===== config.mk =====
export PLATFORM = sky130hd
export DESIGN_NAME = ctrl_pipe
export DESIGN_NICKNAME = d
export VERILOG_FILES = /design/src/rtl/ctrl_pkg.sv /design/src/rtl/ctrl_stage_reg.sv /design/src/rtl/ctrl_pipe.sv
export SDC_FILE = /design/constraint.sdc
export NUM_CORES = 1
export LEC_CHECK = 0
export CAP_MARGIN = 20
export CORE_AREA = 2 2 65 67
export CTS_BUF_LIST = sky130_fd_sc_hd__clkbuf_16
export DETAILED_ROUTE_END_ITERATION = 12
export DIE_AREA = 0 0 67 69
export PLACE_DENSITY = 0.75
export SYNTH_ARGS = -nofsm -noshare
export SYNTH_HDL_FRONTEND = slang
export SYNTH_HIERARCHICAL = 1
export SYNTH_SLANG_ARGS = --single-unit

===== constraint.sdc =====
create_clock -name clk_i -period 2.16 [get_ports clk_i]
set_clock_uncertainty 0.2 [all_clocks]
set_input_delay 0.324 -clock clk_i [delete_from_list [all_inputs] [get_ports clk_i]]
set_output_delay 0.324 -clock clk_i [all_outputs]
set_load 0.01 [all_outputs]

===== src/rtl/ctrl_pkg.sv =====
// Shared types and constants for the pipelined control back-end.
// Stage bundles, ALUOp and forwarding encodings, opcodes.
package ctrl_pkg;

   typedef enum logic [1:0] {
      OTHER_OP = 2'b00,
      B_OP     = 2'b01,
      R_OP     = 2'b10
   } aluop_e;

   localparam logic [1:0] FWD_REG   = 2'b00;
   localparam logic [1:0] FWD_EXMEM = 2'b10;
   localparam logic [1:0] FWD_MEMWB = 2'b01;

   localparam logic [6:0] OPC_R    = 7'b0110011;
   localparam logic [6:0] OPC_I    = 7'b0010011;
   localparam logic [6:0] OPC_LOAD = 7'b0000011;
   localparam logic [6:0] OPC_STOR = 7'b0100011;
   localparam logic [6:0] OPC_BR   = 7'b1100011;

   typedef struct packed {
      logic       regwrite;
      logic       memtoreg;
      logic       memread;
      logic       memwrite;
      logic [1:0] aluop;
      logic       alusrc;
      logic [4:0] rs1;
      logic [4:0] rs2;
      logic [4:0] rd;
   } id_ex_t;

   typedef struct packed {
      logic       regwrite;
      logic       memtoreg;
      logic       memread;
      logic       memwrite;
      logic [4:0] rd;
   } ex_mem_t;

   typedef struct packed {
      logic       regwrite;
      logic       memtoreg;
      logic [4:0] rd;
   } mem_wb_t;

endpackage


===== src/rtl/ctrl_stage_reg.sv =====
// Generic stage-bundle register with sync reset and bubble insert.
// Ports: clk_i, rst_i, bubble_i, d_i[W], q_o[W]; bubble = all zero.
module ctrl_stage_reg #(
   parameter int W = 8
) (
   input  logic         clk_i,
   input  logic         rst_i,
   input  logic         bubble_i,
   input  logic [W-1:0] d_i,
   output logic [W-1:0] q_o
);

   logic [W-1:0] data_q;
   logic [W-1:0] data_d;

   always_comb begin
      data_d = d_i;
      if (bubble_i) data_d = '0;
   end

   always_ff @(posedge clk_i) begin
      if (rst_i) data_q <= '0;
      else       data_q <= data_d;
   end

   assign q_o = data_q;

endmodule


===== src/rtl/ctrl_pipe.sv =====
// Control back-end: ID/EX, EX/MEM, MEM/WB control registers,
// load-use stall, branch flush and EX forwarding selects.
// In: clk_i, rst_i, start_i, ID controls and rs1/rs2/rd indices.
// Out: EX/MEM/WB controls, ForwardA/B, PCWrite, IFIDWrite, Flush, Stall.
module ctrl_pipe
   import ctrl_pkg::*;
(
   input  logic       clk_i,
   input  logic       rst_i,
   input  logic       start_i,
   input  logic       Branch_i,
   input  logic       MemRead_i,
   input  logic       MemtoReg_i,
   input  logic       MemWrite_i,
   input  logic       ALUSrc_i,
   input  logic       RegWrite_i,
   input  logic [1:0] ALUOp_i,
   input  logic [4:0] RS1addr_i,
   input  logic [4:0] RS2addr_i,
   input  logic [4:0] RDaddr_i,
   output logic [1:0] EX_ALUOp_o,
   output logic       EX_ALUSrc_o,
   output logic [4:0] EX_RDaddr_o,
   output logic       MEM_MemRead_o,
   output logic       MEM_MemWrite_o,
   output logic       WB_MemtoReg_o,
   output logic       WB_RegWrite_o,
   output logic [4:0] WB_RDaddr_o,
   output logic [1:0] ForwardA_o,
   output logic [1:0] ForwardB_o,
   output logic       PCWrite_o,
   output logic       IFIDWrite_o,
   output logic       Flush_o,
   output logic       Stall_o
);

   id_ex_t  idex_d,  idex_q;
   ex_mem_t exmem_d, exmem_q;
   mem_wb_t memwb_d, memwb_q;

   logic stall;
   logic rd_hit;

   always_comb begin
      idex_d.regwrite = RegWrite_i;
      idex_d.memtoreg = MemtoReg_i;
      idex_d.memread  = MemRead_i;
      idex_d.memwrite = MemWrite_i;
      idex_d.aluop    = ALUOp_i;
      idex_d.alusrc   = ALUSrc_i;
      idex_d.rs1      = RS1addr_i;
      idex_d.rs2      = RS2addr_i;
      idex_d.rd       = RDaddr_i;
   end

   always_comb begin
      exmem_d.regwrite = idex_q.regwrite;
      exmem_d.memtoreg = idex_q.memtoreg;
      exmem_d.memread  = idex_q.memread;
      exmem_d.memwrite = idex_q.memwrite;
      exmem_d.rd       = idex_q.rd;
   end

   always_comb begin
      memwb_d.regwrite = exmem_q.regwrite;
      memwb_d.memtoreg = exmem_q.memtoreg;
      memwb_d.rd       = exmem_q.rd;
   end

   // A load in EX whose rd feeds the ID instruction must wait one
   // cycle; gated by start_i so a halted pipe never reports a stall.
   assign rd_hit = (idex_q.rd == RS1addr_i) ||
                   (idex_q.rd == RS2addr_i);
   assign stall  = start_i && idex_q.memread &&
                   (idex_q.rd != 5'd0) && rd_hit;

   assign Stall_o     = stall;
   assign PCWrite_o   = start_i && !stall;
   assign IFIDWrite_o = start_i && !stall;
   assign Flush_o     = start_i && Branch_i && !stall;

   ctrl_stage_reg #(.W($bits(id_ex_t))) u_idex (
      .clk_i    (clk_i),
      .rst_i    (rst_i),
      .bubble_i (!start_i || stall),
      .d_i      (idex_d),
      .q_o      (idex_q)
   );

   ctrl_stage_reg #(.W($bits(ex_mem_t))) u_exmem (
      .clk_i    (clk_i),
      .rst_i    (rst_i),
      .bubble_i (!start_i),
      .d_i      (exmem_d),
      .q_o      (exmem_q)
   );

   ctrl_stage_reg #(.W($bits(mem_wb_t))) u_memwb (
      .clk_i    (clk_i),
      .rst_i    (rst_i),
      .bubble_i (!start_i),
      .d_i      (memwb_d),
      .q_o      (memwb_q)
   );

   // EX/MEM is the younger producer, so it wins over MEM/WB.
   function automatic logic [1:0] fwd_sel(
      input ex_mem_t    m,
      input mem_wb_t    w,
      input logic [4:0] rs
   );
      logic [1:0] sel;
      sel = FWD_REG;
      if (m.regwrite && m.rd != 5'd0 && m.rd == rs)
         sel = FWD_EXMEM;
      else if (w.regwrite && w.rd != 5'd0 && w.rd == rs)
         sel = FWD_MEMWB;
      return sel;
   endfunction

   assign ForwardA_o = fwd_sel(exmem_q, memwb_q, idex_q.rs1);
   assign ForwardB_o = fwd_sel(exmem_q, memwb_q, idex_q.rs2);

   assign EX_ALUOp_o     = idex_q.aluop;
   assign EX_ALUSrc_o    = idex_q.alusrc;
   assign EX_RDaddr_o    = idex_q.rd;
   assign MEM_MemRead_o  = exmem_q.memread;
   assign MEM_MemWrite_o = exmem_q.memwrite;
   assign WB_MemtoReg_o  = memwb_q.memtoreg;
   assign WB_RegWrite_o  = memwb_q.regwrite;
   assign WB_RDaddr_o    = memwb_q.rd;

endmodule

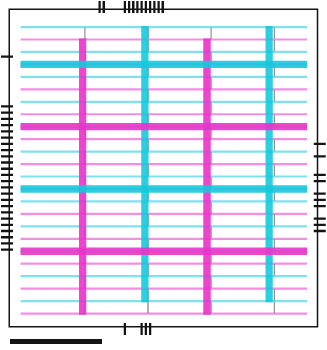
(run_1/pdn.png)
Scale bar: 20 um. Pins as bars on the die edge. Tap cells in grey.
Key: VDD = cyan; VSS = magenta
50 tap cells. 51 signal pins sit on the boundary. The core has 23 rows. 4 straps on met4.

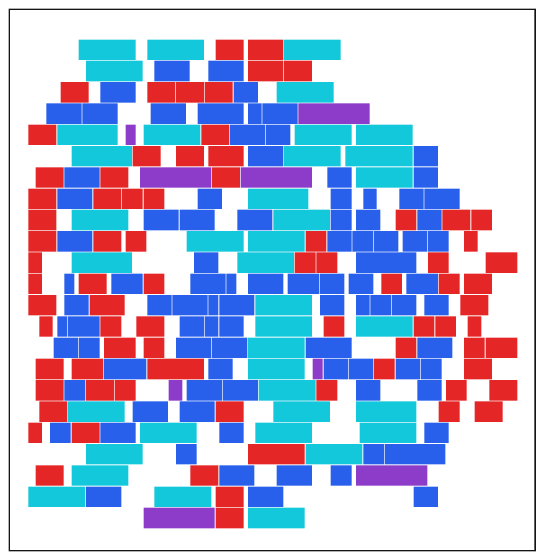
(run_1/cell_classes.png)
Key: other buffers and delay cells = red [cells 77]; clock drivers and dummy loads = purple [cells 8]; all other logic = blue [cells 93]; flip-flops = cyan [cells 38]

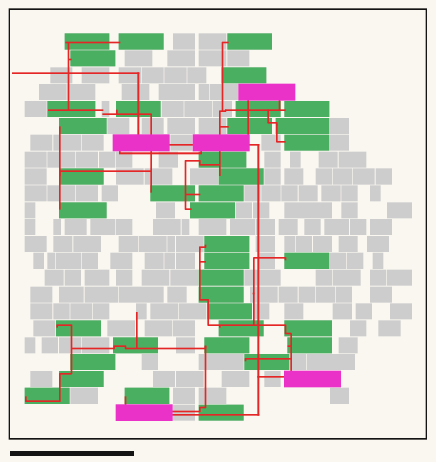
(run_1/clock_map.png)
Scale bar: 20 um.
Key: cells driving clock nets = magenta [count 5]; clock wires = red [length 431 um]; flip-flops = green [count 38]
There are 6 routed clock nets.

==> results.txt, run 1 <==
setup slack of the critical path after layout = -0.1641 ns
total net switching power = 0.0003612 W
pre-CTS WS = -0.4046 ns
top cell class by occupied area = logic gates
sum of negative setup slack = -0.4234 ns
Port Buf Inserts = 50
die width = 67 um
area fraction in compound gates = 0.02659
largest net degree at the start of global routing = 23
post-route design area = 0.002628 mm^2
detailed-routed wire length on met3 = 230 um
antenna violations before repair = 0
final clock period utilization by the worst path = 1.076
WHS Endpoint = u_idex/q_o[10]
filler instances = 294
cell accounting for the most synthesized area = sky130_fd_sc_hd__dfxtp_1
worst hold path type = in -> reg
worst-case vdd ir drop = 0.5483 mV
CP cell instances = or4_4, o21ai_2, or4_1, nor4_2, buf_2
Crit path largest cell delay = 0.54 ns
post-route non-filler standard cell count = 266
Hold Crit Start = RS1addr_i[0]
CTS sink cnt = 38
area of the core region = 0.003914 mm^2
busiest metal layer after global routing = met2
non-clock buffer area fraction after layout = 0.2724
average detailed-routed wire length per instance = 14.24 um
DR vias/cell = 4.868
CTS tree = done
TritonCTS Buffers = 5
Total Power = 0.001625 W
total routed wire length on the met1 layer = 1.532 mm
launching element of the worst setup path = u_memwb/q_o[1]
multi-input logic portion of the cell area = 0.3567
Mean Syn Cell Area = 12.28 um^2
Max Root-Sink Buffers = 2
Leak = 1.080 nW
remaining antenna violation count = 0
met2 WL = 1.969 mm
number of setup violations in the final report = 4
starting DRC count in detailed routing = 12
Commonest flop = sky130_fd_sc_hd__dfxtp_1
GR Util met2 = 0.3091
data arrival time of the critical path = 1.80 ns
post-CTS setup-driven buffer insertion count = 0
number of flops mapped to enable cells by yosys = 0
net count of the mapped netlist = 164
type of the worst setup path = reg -> out
placed cell count = 258
Largest register FFs = 22
global-route wire length before repair = 6.361 mm
Worst EP required = 1.64 ns
clock transition at the registers of the reported paths = 0.05 ns
final RePlAce weighted congestion = 0.8697
number of synthesis warnings = 6
Non-clk bufs = 77
flip-flop and latch count after synthesis = 38
Post-Place Cell Area = 0.002405 mm^2
result of the run = complete, but fails checks
n_diodes = 0
Synth async-reset ratio = 0
top-area cell type share of the netlist area = 0.4490
GR met1 Demand/Resource = 0.2126
Pins Over Slew Limit = 0
violations in the final reports = negative setup slack
XORs/XNORs by Area = 0.1551
sequential cell count = 38
clock buffer count in the final layout = 5
count of inverters other than clock inverters in the layout = 1
final-layout clock-cell area share = 0.05238
top routing layer in use = met4
Std-Cell Rows = 23
type of element launching the critical path = flop
top cell types by occurrence after synthesis = sky130_fd_sc_hd__dfxtp_1 (38), sky130_fd_sc_hd__nor3b_2 (29), sky130_fd_sc_hd__xnor2_1 (16), sky130_fd_sc_hd__xor2_1 (14), sky130_fd_sc_hd__nor3b_1 (9)
final HPWL from detailed placement = 2.763 mm
endpoints failing hold = 0
yosys adder share = 0
RSZ-0062 raised after global routing = yes
type of element capturing the critical path = output port
run 1: how the worst max path moves through the flow:
stage	end	slack [ns]	cells past startpoint
2_1_floorplan	PCWrite_o	0.12	4
4_1_cts	ForwardA_o[0]	-0.17	5
5_1_grt	ForwardB_o[0]	-0.24	5
3_5_place_dp	IFIDWrite_o	-0.40	7
6_report	ForwardB_o[0]	-0.16	5
3_3_place_gp	Stall_o	-0.37	6
run 1: power groups by stage:
stage | clock, W | combinational, W | sequential [W]
6_report | 0.000671 | 0.000218 | 0.000736
5_1_grt | 0.000716 | 0.000234 | 0.000738
4_1_cts | 0.000687 | 0.000214 | 0.000736
3_5_place_dp | 0 | 0.000207 | 0.000751
3_3_place_gp | 0 | 0.000203 | 0.000751
2_1_floorplan | 0 | 0.000102 | 0.000754
==> inputs of run 2 (changes only) <==
--- a/config.mk
+++ b/config.mk
@@ -15,3 +15,4 @@
 export SYNTH_HDL_FRONTEND = slang
 export SYNTH_HIERARCHICAL = 1
 export SYNTH_SLANG_ARGS = --single-unit
+export TNS_END_PERCENT = 1
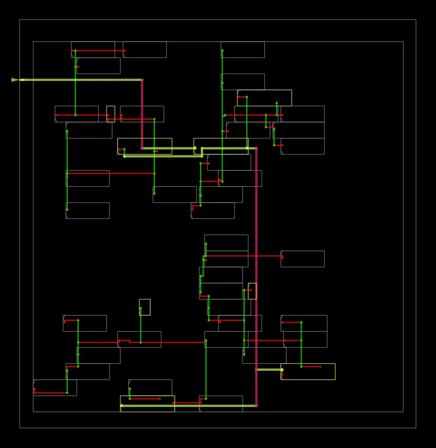
(run_2/final_clocks.png)
CTS sink cnt: 38
clock buffer count in the final layout: 5
total clock network power: 0.000672 W
TritonCTS Buffers: 5

==> run 2 against run 1 <==
The run still ends with negative setup slack left; critical endpoint unchanged; global-route usage about the same; die area unchanged; setup slack improved by 0.0038 ns.
==> results.txt, run 2 <==
number of max-capacitance violations reported = 0
count of nets after finishing = 242
pre-CTS WS = -0.4046 ns (unchanged)
setup slack, reg-to-reg = 0.26 ns
transition time at the pin with the least slew margin = 0.4915 ns
sequential cell count = 38 (unchanged)
Floorplan Utilization = 0.4329
starting DRC count in detailed routing = 17 (+5)
WHS Endpoint = u_memwb/q_o[5]
launching element of the worst setup path = u_exmem/q_o[3]
count of inverters other than clock inverters in the layout = 1 (unchanged)
number of flops mapped to enable cells by yosys = 0 (unchanged)
CP cell instances = or4_4, o21ai_4, nor4_4, nor4_2, buf_2
relative contribution of sequential cells to total power = 0.453
GR met1 Demand/Resource = 0.2126 (unchanged)
multi-input logic portion of the cell area = 0.3523 (-0.004351)
relative slew slack = 0.6723
Top power group = sequential cells
Max Root-Sink Buffers = 2 (unchanged)
Detailed Routing Iterations Pass 1 = 3
share of cells above drive strength 1 = 0.3917
Std-Cell Rows = 23 (unchanged)
remaining antenna violation count = 0 (unchanged)
top cell class by occupied area = logic gates
Port Buf Inserts = 50 (unchanged)
via count of the first global-routing pass = 1317
proportion of synthesized chip area in sequential cells = 0.4490
non-clock buffer area fraction after layout = 0.2732 (+0.0007848)
final-layout clock-cell area share = 0.05309 (+0.0007078)
worst hold path type = reg -> reg
CTS tree = done
Tot GR Track Use = 0.1846
post-route design area = 0.002592 mm^2 (-1.3%)
GR Util met2 = 0.3080 (-0.001100)
post-synthesis instance area = 0.001694 mm^2
Clock H-tree levels = 2
n_diodes = 0 (unchanged)
post-route worst hold slack = 0.2585 ns
total cells reported by yosys after synthesis = 138
type of element launching the critical path = flop
count of buffer and inverter cells on the critical path = 1
largest net degree at the start of global routing = 23 (unchanged)
number of I/O pins = 51
maximum fanout along the worst path = 2
Logic Gate Count = 92
clk latency late pin = 0.28 ns
combinational gate area = 913.4 um^2
number of cell instances on the worst register-to-register path = 5
total grt overflow = 0
power per unit of standard cell area = 626.0 mW/mm^2
Non-clk bufs = 78 (+1.3%)
DR vias/cell = 4.828 (-0.84%)
violations in the final reports = negative setup slack
busiest metal layer after global routing = met2
net count of the mapped netlist = 164 (unchanged)
Critical R2R Launch = u_idex/q_o[3]
antenna violations before repair = 0 (unchanged)
type of element capturing the critical path = output port
average detailed-routed wire length per instance = 14.32 um (+0.55%)
post-layout utilization of the core = 0.6624
filler instances = 308 (+4.8%)
number of setup violations in the final report = 6 (+2)
Die H = 69 um
count of hold-fix buffers inserted at cts = 0
total net switching power = 0.0003608 W (about the same)
worst-case vdd ir drop = 0.5478 mV (about the same)
Int Power = 0.001262 W
Crit path largest cell delay = 0.54 ns (about the same)
post-route non-filler standard cell count = 267 (+0.38%)
top-area cell type share of the netlist area = 0.4490 (unchanged)
Hold Crit Start = u_exmem/q_o[7]
Synth async-reset ratio = 0 (unchanged)
Total Power = 0.001623 W (-0.13%)
Largest register FFs = 22 (unchanged)
sum of negative setup slack = -0.6327 ns (-0.2093 ns)
fmax = 431.0 MHz
Layout Area Growth over Synthesis = 53.03%
top cell family by delay on the critical path = simple AND/OR/NAND/NOR gates
Pins Over Slew Limit = 0 (unchanged)
switching portion of total power = 0.2223
placed cell count = 258 (unchanged)
post-detailed-route DRC marker count = 0
Commonest flop = sky130_fd_sc_hd__dfxtp_1
RSZ-0062 raised after global routing = yes
die width = 67 um (unchanged)
number of warnings in the stage logs = 28
worst-path cell with the longest stage delay = sky130_fd_sc_hd__or4_4
global-route wire length before repair = 6.348 mm (-0.20%)
area of the core region = 0.003914 mm^2 (unchanged)
number of synthesis warnings = 6 (unchanged)
result of the run = complete, but fails checks
met3 capacity usage during global routing = 0.06525
most frequent logic cell in the layout = sky130_fd_sc_hd__clkdlybuf4s50_1
Post-Place Cell Area = 0.002405 mm^2 (unchanged)
final RePlAce weighted congestion = 0.8697 (unchanged)
synthesized instance count = 138
cell accounting for the most synthesized area = sky130_fd_sc_hd__dfxtp_1
sequential standard cell area = 767.0 um^2
Final Critical Period = 2.320 ns
tally of unique sky130hd cells used after synthesis = 21
final clock period utilization by the worst path = 1.074 (-0.001774)
top cell types by occurrence after synthesis = sky130_fd_sc_hd__dfxtp_1 (38), sky130_fd_sc_hd__nor3b_2 (29), sky130_fd_sc_hd__xnor2_1 (16), sky130_fd_sc_hd__xor2_1 (14), sky130_fd_sc_hd__nor3b_1 (9)
vias post-DR = 1289
reg-to-reg critical path endpoint = u_idex/q_o[9]
final HPWL from detailed placement = 2.763 mm (unchanged)
total sequential power = 0.000736 W (about the same)
Leak = 1.047 nW (-3.0%)
sequential portion of the cell area = 0.2958
die outline area = 0.004623 mm^2
most frequent cell after synthesis = sky130_fd_sc_hd__dfxtp_1
flip-flop and latch count after synthesis = 38 (unchanged)
Mean Syn Cell Area = 12.28 um^2 (unchanged)
top cells by area in the synthesized netlist = sky130_fd_sc_hd__dfxtp_1 (45%), sky130_fd_sc_hd__nor3b_2 (21%), sky130_fd_sc_hd__xnor2_1 (8.3%)
Power Combinational = 0.000215 W (about the same)
clock transition at the registers of the reported paths = 0.05 ns (about the same)
CTS Root Cell = sky130_fd_sc_hd__clkbuf_16
setup slack of the critical path after layout = -0.1603 ns (+0.003832 ns)
endpoints failing hold = 0 (unchanged)
CP Depth = 5 (unchanged)
data arrival time of the critical path = 1.80 ns (about the same)
Worst EP required = 1.64 ns (about the same)
synthesis area per yosys = 0.001694 mm^2
destination of the critical timing path = ForwardB_o[0]
type of the worst setup path = reg -> out
[run 2: cell types whose count changed in the layout (fill, tap and decap cells not counted), sizes merged]
cell / change
clkdlybuf4s50: +4
clkdlybuf4s15: +2
buf: -1
dlymetal6s2s: -4
[run 2: per-layer routing]
layer | up-vias | part of all wire
met4 | 0 | 0.014
met2 | 41 | 0.52
li1 | 638 | -
met5 | - | 0
met1 | 605 | 0.40
met3 | 5 | 0.061
[run 2: logic make-up after synthesis]
group | share of synthesized area
flops | 0.4490
compound gates | 0.02659
buf+inv | 0.04653
xor+xnor | 0.1551
simple gates | 0.3227
[run 2: what timing repair did]
| item | CTS | global route |
|---|---|---|
| pin swaps | 8 | 5 |
| resized | 38 | 3 |
| gates cloned | 0 | 0 |
| endpoints found under the setup margin | 8 | 8 |
| setup buffers | 0 | 1 |
Power and IR drop assume default switching activity.
